Figure 1. Cell placement (run 1).
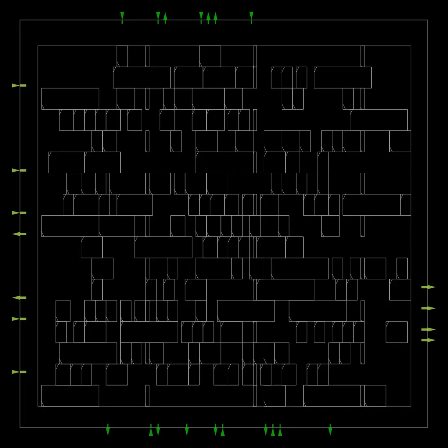
Figure 2. Sequential cells coloured by netlist name (run 1).
Other sequential cells in the stronger grey, the rest of the logic in the fainter grey.
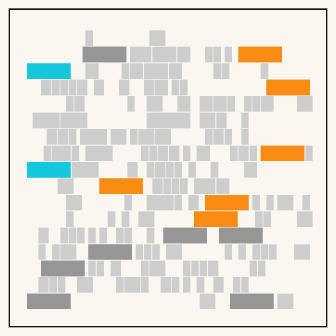
Figure 3. M1 wires (run 1).
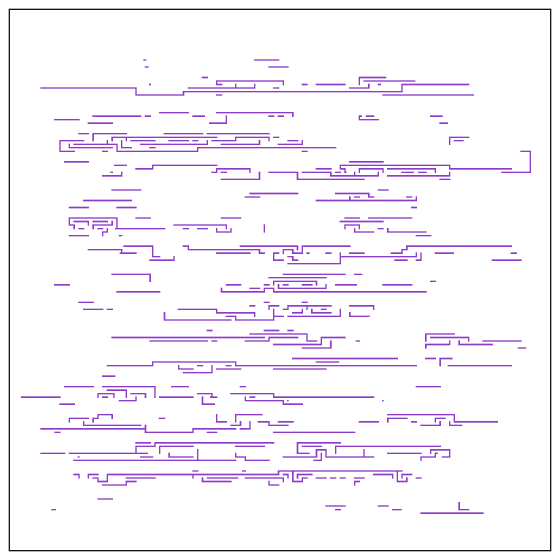
Figure 4. Placement density heat map (run 1).
10 x 10 tiles, from white (low) to dark blue (high), 0 to 100% covered.
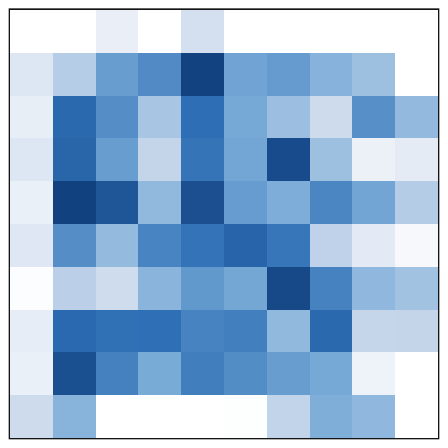
`src/rtl/match_seq_pkg.sv`:
```
// Shared types for the match_seq block: controller state encoding and default width.
package match_seq_pkg;

  localparam int DEFAULT_WIDTH = 6;

  typedef enum logic [1:0] {
    IDLE = 2'd0,
    RUN  = 2'd1,
    HOLD = 2'd2
  } state_t;

endpackage

```
`src/rtl/match_seq_eq_cmp.sv`:
```
// Active-low equality comparator: match_n low when a == b. Purely combinational.
module eq_cmp
  import match_seq_pkg::*;
#(
  parameter int WIDTH = DEFAULT_WIDTH
) (
  input  logic [WIDTH-1:0] a_i,
  input  logic [WIDTH-1:0] b_i,
  output logic             match_n_o
);

  assign match_n_o = ~(&(~(a_i ^ b_i)));

endmodule

```
`src/rtl/match_seq.sv`:
```
// Event counter against a loadable limit, with one-shot (HOLD until ack) or auto-reload runs.
// count/limit/done are registered; match_n is a combinational compare of the two registers.
module match_seq
  import match_seq_pkg::*;
#(
  parameter int WIDTH = DEFAULT_WIDTH
) (
  input  logic             clk,
  input  logic             reset,
  input  logic             ld,
  input  logic [WIDTH-1:0] limit_in,
  input  logic             start,
  input  logic             inc,
  input  logic             auto,
  input  logic             ack,
  output logic [WIDTH-1:0] count,
  output logic [WIDTH-1:0] limit,
  output logic             busy,
  output logic             match_n,
  output logic             done
);

  state_t           state_q, state_d;
  logic [WIDTH-1:0] count_q, count_d;
  logic [WIDTH-1:0] limit_q, limit_d;
  logic             done_q, done_d;
  logic             match_n_w;

  eq_cmp #(.WIDTH(WIDTH)) u_eq_cmp (
    .a_i       (count_q),
    .b_i       (limit_q),
    .match_n_o (match_n_w)
  );

  always_ff @(posedge clk) begin
    if (reset) begin
      state_q <= IDLE;
      count_q <= '0;
      limit_q <= '0;
      done_q  <= 1'b0;
    end else begin
      state_q <= state_d;
      count_q <= count_d;
      limit_q <= limit_d;
      done_q  <= done_d;
    end
  end

  always_comb begin
    state_d = state_q;
    count_d = count_q;
    limit_d = limit_q;
    done_d  = done_q;
    case (state_q)
      IDLE: begin
        count_d = '0;
        done_d  = 1'b0;
        if (ld) limit_d = limit_in;
        if (start) state_d = RUN;
      end
      RUN: begin
        done_d = 1'b0;
        // Terminal event is an inc while count already equals limit.
        if (inc) begin
          if (match_n_w) begin
            count_d = count_q + {{(WIDTH-1){1'b0}}, 1'b1};
          end else if (auto) begin
            count_d = '0;
            done_d  = 1'b1;
          end else begin
            state_d = HOLD;
            done_d  = 1'b1;
          end
        end
      end
      HOLD: begin
        done_d = 1'b1;
        if (ld) limit_d = limit_in;
        if (ack) begin
          count_d = '0;
          done_d  = 1'b0;
          state_d = start ? RUN : IDLE;
        end
      end
      default: begin
        state_d = IDLE;
        count_d = '0;
        done_d  = 1'b0;
      end
    endcase
  end

  assign count   = count_q;
  assign limit   = limit_q;
  assign busy    = (state_q == RUN);
  assign match_n = match_n_w;
  assign done    = done_q;

endmodule

```
`config.mk`:
```
export PLATFORM = sky130hd
export DESIGN_NAME = match_seq
export DESIGN_NICKNAME = d
export VERILOG_FILES = /design/src/rtl/match_seq_pkg.sv /design/src/rtl/match_seq_eq_cmp.sv /design/src/rtl/match_seq.sv
export SDC_FILE = /design/constraint.sdc
export NUM_CORES = 1
export LEC_CHECK = 0
export ABC_AREA = 1
export CELL_PAD_IN_SITES_DETAIL_PLACEMENT = 0
export CELL_PAD_IN_SITES_GLOBAL_PLACEMENT = 1
export CORE_MARGIN = 2
export CORE_UTILIZATION = 42
export DETAILED_ROUTE_END_ITERATION = 6
export DONT_BUFFER_PORTS = 1
export GPL_ROUTABILITY_DRIVEN = 0
export PLACE_DENSITY = 0.78
export SYNTH_ARGS = -nofsm -noshare
export SYNTH_HDL_FRONTEND = slang
export SYNTH_HIERARCHICAL = 1
export SYNTH_SLANG_ARGS = --single-unit
```
`constraint.sdc`:
```
create_clock -name clk -period 3.2 [get_ports clk]
set_clock_uncertainty 0.05 [all_clocks]
set_input_delay 0.32 -clock clk [delete_from_list [all_inputs] [get_ports clk]]
set_output_delay 0.32 -clock clk [all_outputs]
set_load 0.1 [all_outputs]
```
==> results.json, run 1 <==
{
  "htreeDepth": 1,
  "syn_inst": 150,
  "critPathBufInv": 3,
  "leakage_nw": 0.540,
  "worst_slew_pin_slew_ns": 0.930,
  "crit_family": "buffers and inverters",
  "crit_start": "count[2]",
  "arrival_ns": 1.76,
  "synthTopCellsByCount": "nand2_1 (32), nor2_1 (26), inv_1 (24)",
  "reg2reg_depth": 13,
  "die_h_um": 52.3,
  "adder_share_pct": 7.67,
  "cpMaxStageDelayCell": "dfxtp_1",
  "synth-main-ff-cell": "dfxtp_1",
  "cts_tree": "built",
  "cts_root_buf": "clkbuf_4",
  "maxSlewHeadroom_pct": 37.9,
  "timing.final.max_slew_violations": 0,
  "gr-total-overflow": 0,
  "holdPathStages": 1,
  "drc_errors": 0,
  "cts.sinks": 15,
  "worstHoldPathType": "in2reg",
  "syn2layout_area_growth_pct": 16.6,
  "cts_hold_buffers": 0,
  "finalCriticalPeriod_ns": 2.13,
  "nets": 187,
  "xor_area_share_pct": 0,
  "io_buffers": 0,
  "clock_latency_ns": 0.30,
  "yosys_cells": 150,
  "aoi_share_pct": 8.31,
  "status": "finished clean",
  "min_to": "count[2]",
  "rows": 17,
  "final_hold_viol_count": 0,
  "cpPeakStageDelay_ns": 0.42,
  "peakVddDrop_mv": 0.563,
  "topCombFamilyByArea": "simple AND/OR/NAND/NOR gates",
  "cp_cell_sequence": "buf_4 -> inv_1 -> nand2_1 -> nand2_1 -> nor2_1 -> nand3_1 -> buf_4",
  "rr_endpoint": "count[3]",
  "yosysWarnings": 6,
  "ant_nets": 0,
  "vias_per_cell": 4.63,
  "drive_above_1_share_pct": 22.2,
  "cts.repair.resized": 0,
  "total_power_mw": 1.13,
  "worstReg2RegStart": "count[2]",
  "dieArea_um2": 2730,
  "grt_pass1_wl_um": 3820,
  "synth_area_um2": 978,
  "grt_start_max_net_pins": 12
}
## Picture notes: Figure 1
FILL cells: 256
Core Region: 2210 um^2
number of well taps: 28
sequential share of cell area: 26.3%
Final Non-Filler Cells: 195

## Picture notes: Figure 2
legend:
  count:
    colour: orange
    sequential_cells: 6
  state_q:
    colour: cyan
    sequential_cells: 2
not coloured: 7
seq pwr: 0.266 mW
Final Util: 51.6%

## Picture notes: Figure 3
share of all routed wire: 47%
nets with wire on the layer: 169
wire length on this layer: 1,010 um
met1 Use GR: 22.2%
DR vias: 903
Post-Route WL: 2160 um

## Picture notes: Figure 4
densest ninth of the die: centre
nearly empty tiles: 16%
emptiest ninth of the die: north-east
tiles over 75% full: 12%
fullest tile: 93%
fp_density: 44.2%

==> run 1: power breakdown <==
group	switching, mW	leakage (nW)	internal [mW]
Sequential	0.0402	0.123	0.226
Combinational	0.567	0.399	0.178
Clock	0.0718	0.0177	0.0466
==> run 1: cell usage in the layout, fill, tap and decap left out, types with 4 or more instances in the layout <==
master,count
inv_1,24
nand2_1,32
nor2_2,4
nor2_1,26
nand2_2,6
ha_1,6
a21oi_1,4
nand3_1,6
buf_4,14
dfxtp_1,15
o21ai_0,6
==> run 1: layout make-up <==
type,count,area share [%]
Multi-Input combinational cell,107,50.1
Sequential cell,15,26.3
Timing Repair Buffer,14,9.21
Inverter,27,8.88
Tap cell,28,3.07
Clock buffer,3,1.97
Clock inverter,1,0.439
Figure 5. The metal 2 layer (run 1).
Cells faint in the background.
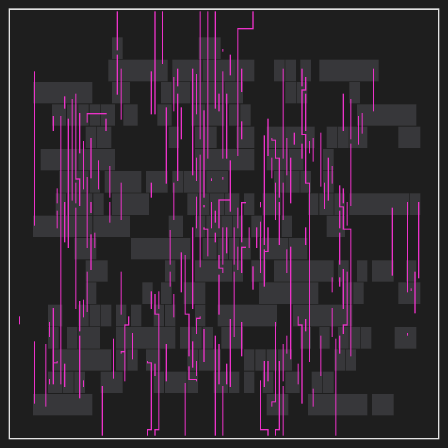

==> run 2, diff against run 1 <==
CORE_UTILIZATION = 37   (was 42)
PLACE_DENSITY = 0.73   (was 0.78)
clock period = 1.9 ns   (was 3.2 ns; I/O delays follow)
Figure 6. The metal 2 layer (run 2).
Cells faint in the background.
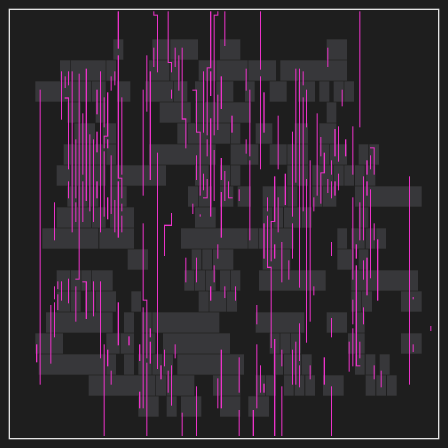
main direction: vertical
share of all routed wire: 49%
wire length on this layer: 1,170 um
longest straight run: 38.1 um
nets with wire on the layer: 148
DR vias: 962
GR Util met2: 28.6%
Post-Route WL: 2400 um

==> results.json, run 2 <==
{
  "clk_share_pct": 2.36,
  "cpMaxStageDelayCell": "dfxtp_4",
  "clock_latency_ns": 0.29,
  "xor_area_share_pct": 0,
  "synthTopCellsByCount": "nand2_1 (32), nor2_1 (26), inv_1 (24)",
  "grt_start_max_net_pins": 12,
  "rows": 18,
  "globalRouteMet1Util_pct": 20.0,
  "final_hold_viol_count": 0,
  "highest-signal-layer": "met4",
  "seq-cell-share_pct": 27.1,
  "leakage_nw": 0.574,
  "inv_count": 27,
  "final_util_pct": 51.0,
  "syn_inst": 150,
  "internal-power_mw": 0.818,
  "worstHoldPathType": "in2reg",
  "vias_per_cell": 4.74,
  "num-clock-buffers": 3,
  "dieArea_um2": 3070,
  "timing.final.max_slew_violations": 0,
  "yosysWarnings": 6,
  "total_power_mw": 2.02,
  "switching_power_mw": 1.20,
  "largest_class": "combinational gates",
  "rr_endpoint": "count[1]",
  "comb_area_share_pct": 46.7,
  "crit_family": "flip-flops",
  "cpPeakStageDelay_ns": 0.41,
  "stdcell_count": 203,
  "power_switching_share_pct": 59.5,
  "htreeDepth": 1,
  "power_frac_comb_pct": 66.5,
  "peakVddDrop_mv": 0.864,
  "finalClockPeriodUsage_pct": 84.5,
  "finalCriticalPeriod_ns": 1.61,
  "flops": 15,
  "grt_pass1_wl_um": 4010,
  "nets": 193,
  "comb_power_mw": 1.34,
  "power_frac_clock_pct": 9.8,
  "fmax_mhz": 623,
  "cts.repair.resized": 0,
  "cts.sinks": 15,
  "core_area_um2": 2500,
  "warnings": 31,
  "reg2reg_depth": 12,
  "critPathBufInv": 2,
  "cts_tree": "built",
  "powerSeq_mw": 0.480,
  "p_seq_share_pct": 23.7,
  "buf_share_pct": 12.8,
  "nNonClkBuffers": 20,
  "min_to": "limit[0]",
  "nMultiInputCombCells": 107,
  "rsz0062_at_grt": "false",
  "status": "finished clean",
  "yosys_cells": 150,
  "io_buffers": 0,
  "arrival_ns": 1.37,
  "drive_above_1_share_pct": 34.7,
  "power_top_consumer": "combinational logic",
  "synth_area_um2": 978,
  "initCoreUtil_pct": 39.1,
  "adder_share_pct": 7.67,
  "ant_nets": 0,
  "topCombFamilyByArea": "simple AND/OR/NAND/NOR gates",
  "worst_slew_pin_slew_ns": 0.326,
  "cts_root_buf": "clkbuf_4",
  "die_h_um": 55.4,
  "maxSlewHeadroom_pct": 78.3,
  "drt-pass1-iter-count": 4,
  "gr-total-overflow": 0,
  "fill_cells": 254
}
==> run 2: netlist changes by cell type in the layout (fill, tap and decap cells not counted), sizes merged <==
cell	change
dlygate4sd3	+5
buf	+1
clkinv	-1
clkinvlp	+1
==> run 2: repair_timing <==
action,CTS,global route
setup buffers,0,0
endpoints found under the setup margin,0,0
endpoints found under the hold margin,7,0
hold buffers,5,0
==> run 2: worst max path at each step <==
stage	to	slack (ns)	start	depth (start not counted)
finish	match_n	0.29	count[0]	6
global route	count[1]	0.20	count[4]	12
CTS	match_n	0.27	count[0]	6
detailed placement	count[3]	0.37	count[0]	12
global placement	count[1]	0.39	count[0]	12
floorplan	count[5]	-0.03	count[3]	13
Figure 7. M1 wires (run 2).
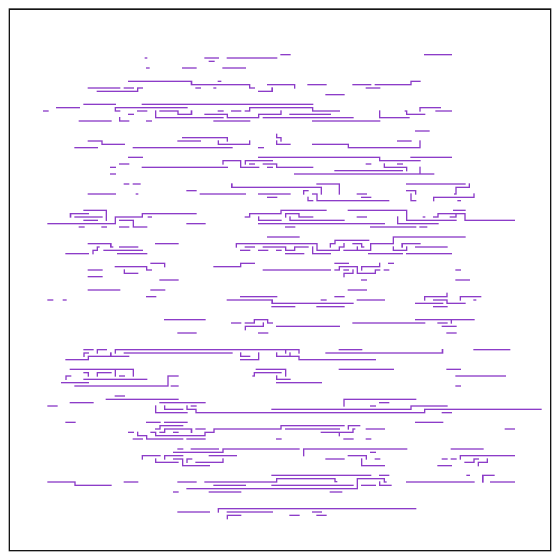

==> run 3, diff against run 2 <==
clock period = 1.3 ns   (was 1.9 ns; I/O delays follow)
Figure 8. M1 wires (run 3).
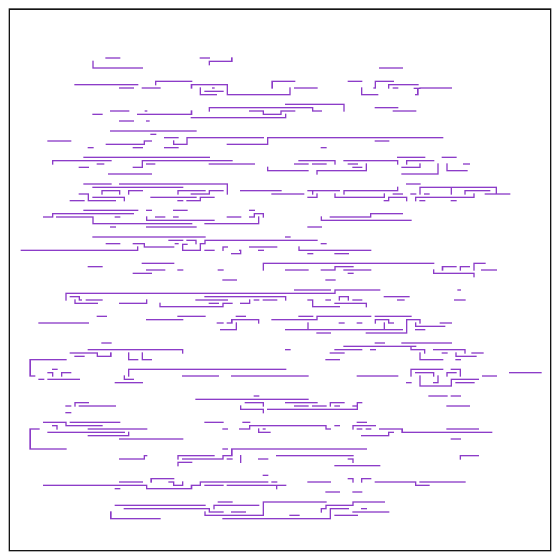
share of all routed wire: 43%
main direction: horizontal
nets with wire on the layer: 186
wire length on this layer: 1,130 um
longest straight run: 27.6 um
met1 Use GR: 19.9%
Post-Route WL: 2630 um

==> results.json, run 3 <==
{
  "power_frac_clock_pct": 8.2,
  "status": "finished with violations",
  "ant_nets": 0,
  "power_switching_share_pct": 54.5,
  "cp_cell_sequence": "inv_2 -> nand2_1 -> nand2_1 -> nor2_2 -> nand3_4 -> inv_4 -> nand2_4 -> nor2_4 -> nor2_8 -> nor2_1 -> nor3_4",
  "cts_root_buf": "clkbuf_4",
  "comb_power_mw": 2.65,
  "violations": "negative setup slack",
  "cts_setup_buffers": 2,
  "worst_slew_pin_slew_ns": 0.316,
  "grt_start_max_net_pins": 12,
  "drc_errors": 0,
  "maxSlewHeadroom_pct": 78.9,
  "dieArea_um2": 3070,
  "setup_viol": 11,
  "rows": 18,
  "power_frac_comb_pct": 73.0,
  "p_seq_share_pct": 18.7,
  "io_buffers": 0,
  "warnings": 33,
  "met2_usage_pct": 31.0,
  "yosys_cells": 150,
  "yosysWarnings": 6,
  "finalClockPeriodUsage_pct": 120,
  "timing.final.ws_setup_ns": -0.256,
  "worstReg2RegStart": "limit[5]",
  "power_top_consumer": "combinational logic",
  "highest-signal-layer": "met4",
  "drt-pass1-iter-count": 4,
  "synth_area_um2": 978,
  "core_area_um2": 2500,
  "min_to": "limit[1]",
  "worstHoldPathType": "in2reg",
  "cts.sinks": 15,
  "reg2reg_depth": 11,
  "layout_top_cell": "nand2_1"
}
-- run 3: layout make-up --
cell class | instances | area [um^2]
Multi-Input combinational cell | 107 | 703
Fill cell | 215 | 911
Tap cell | 30 | 37.5
Clock buffer | 3 | 22.5
Sequential cell | 15 | 348
Inverter | 27 | 104
Clock inverter | 1 | 7.51
Timing Repair Buffer | 42 | 367
-- run 3: metrics by stage --
step	setup WS, ns	util, %	hold WS, ns	area (um^2)	std cells
after detailed placement	-0.211	51.4	0.146	1280	206
final	-0.256	63.6	0.0252	1590	225
after global routing	-0.332	63.6	0.0363	1590	225
after floorplan	-0.635	-	0.139	1050	150
after CTS	-0.248	57.6	0.0115	1440	220
after global placement	-0.206	51.4	0.154	1280	206
Power figures rest on the tool's default switching activity, not on a simulated workload.
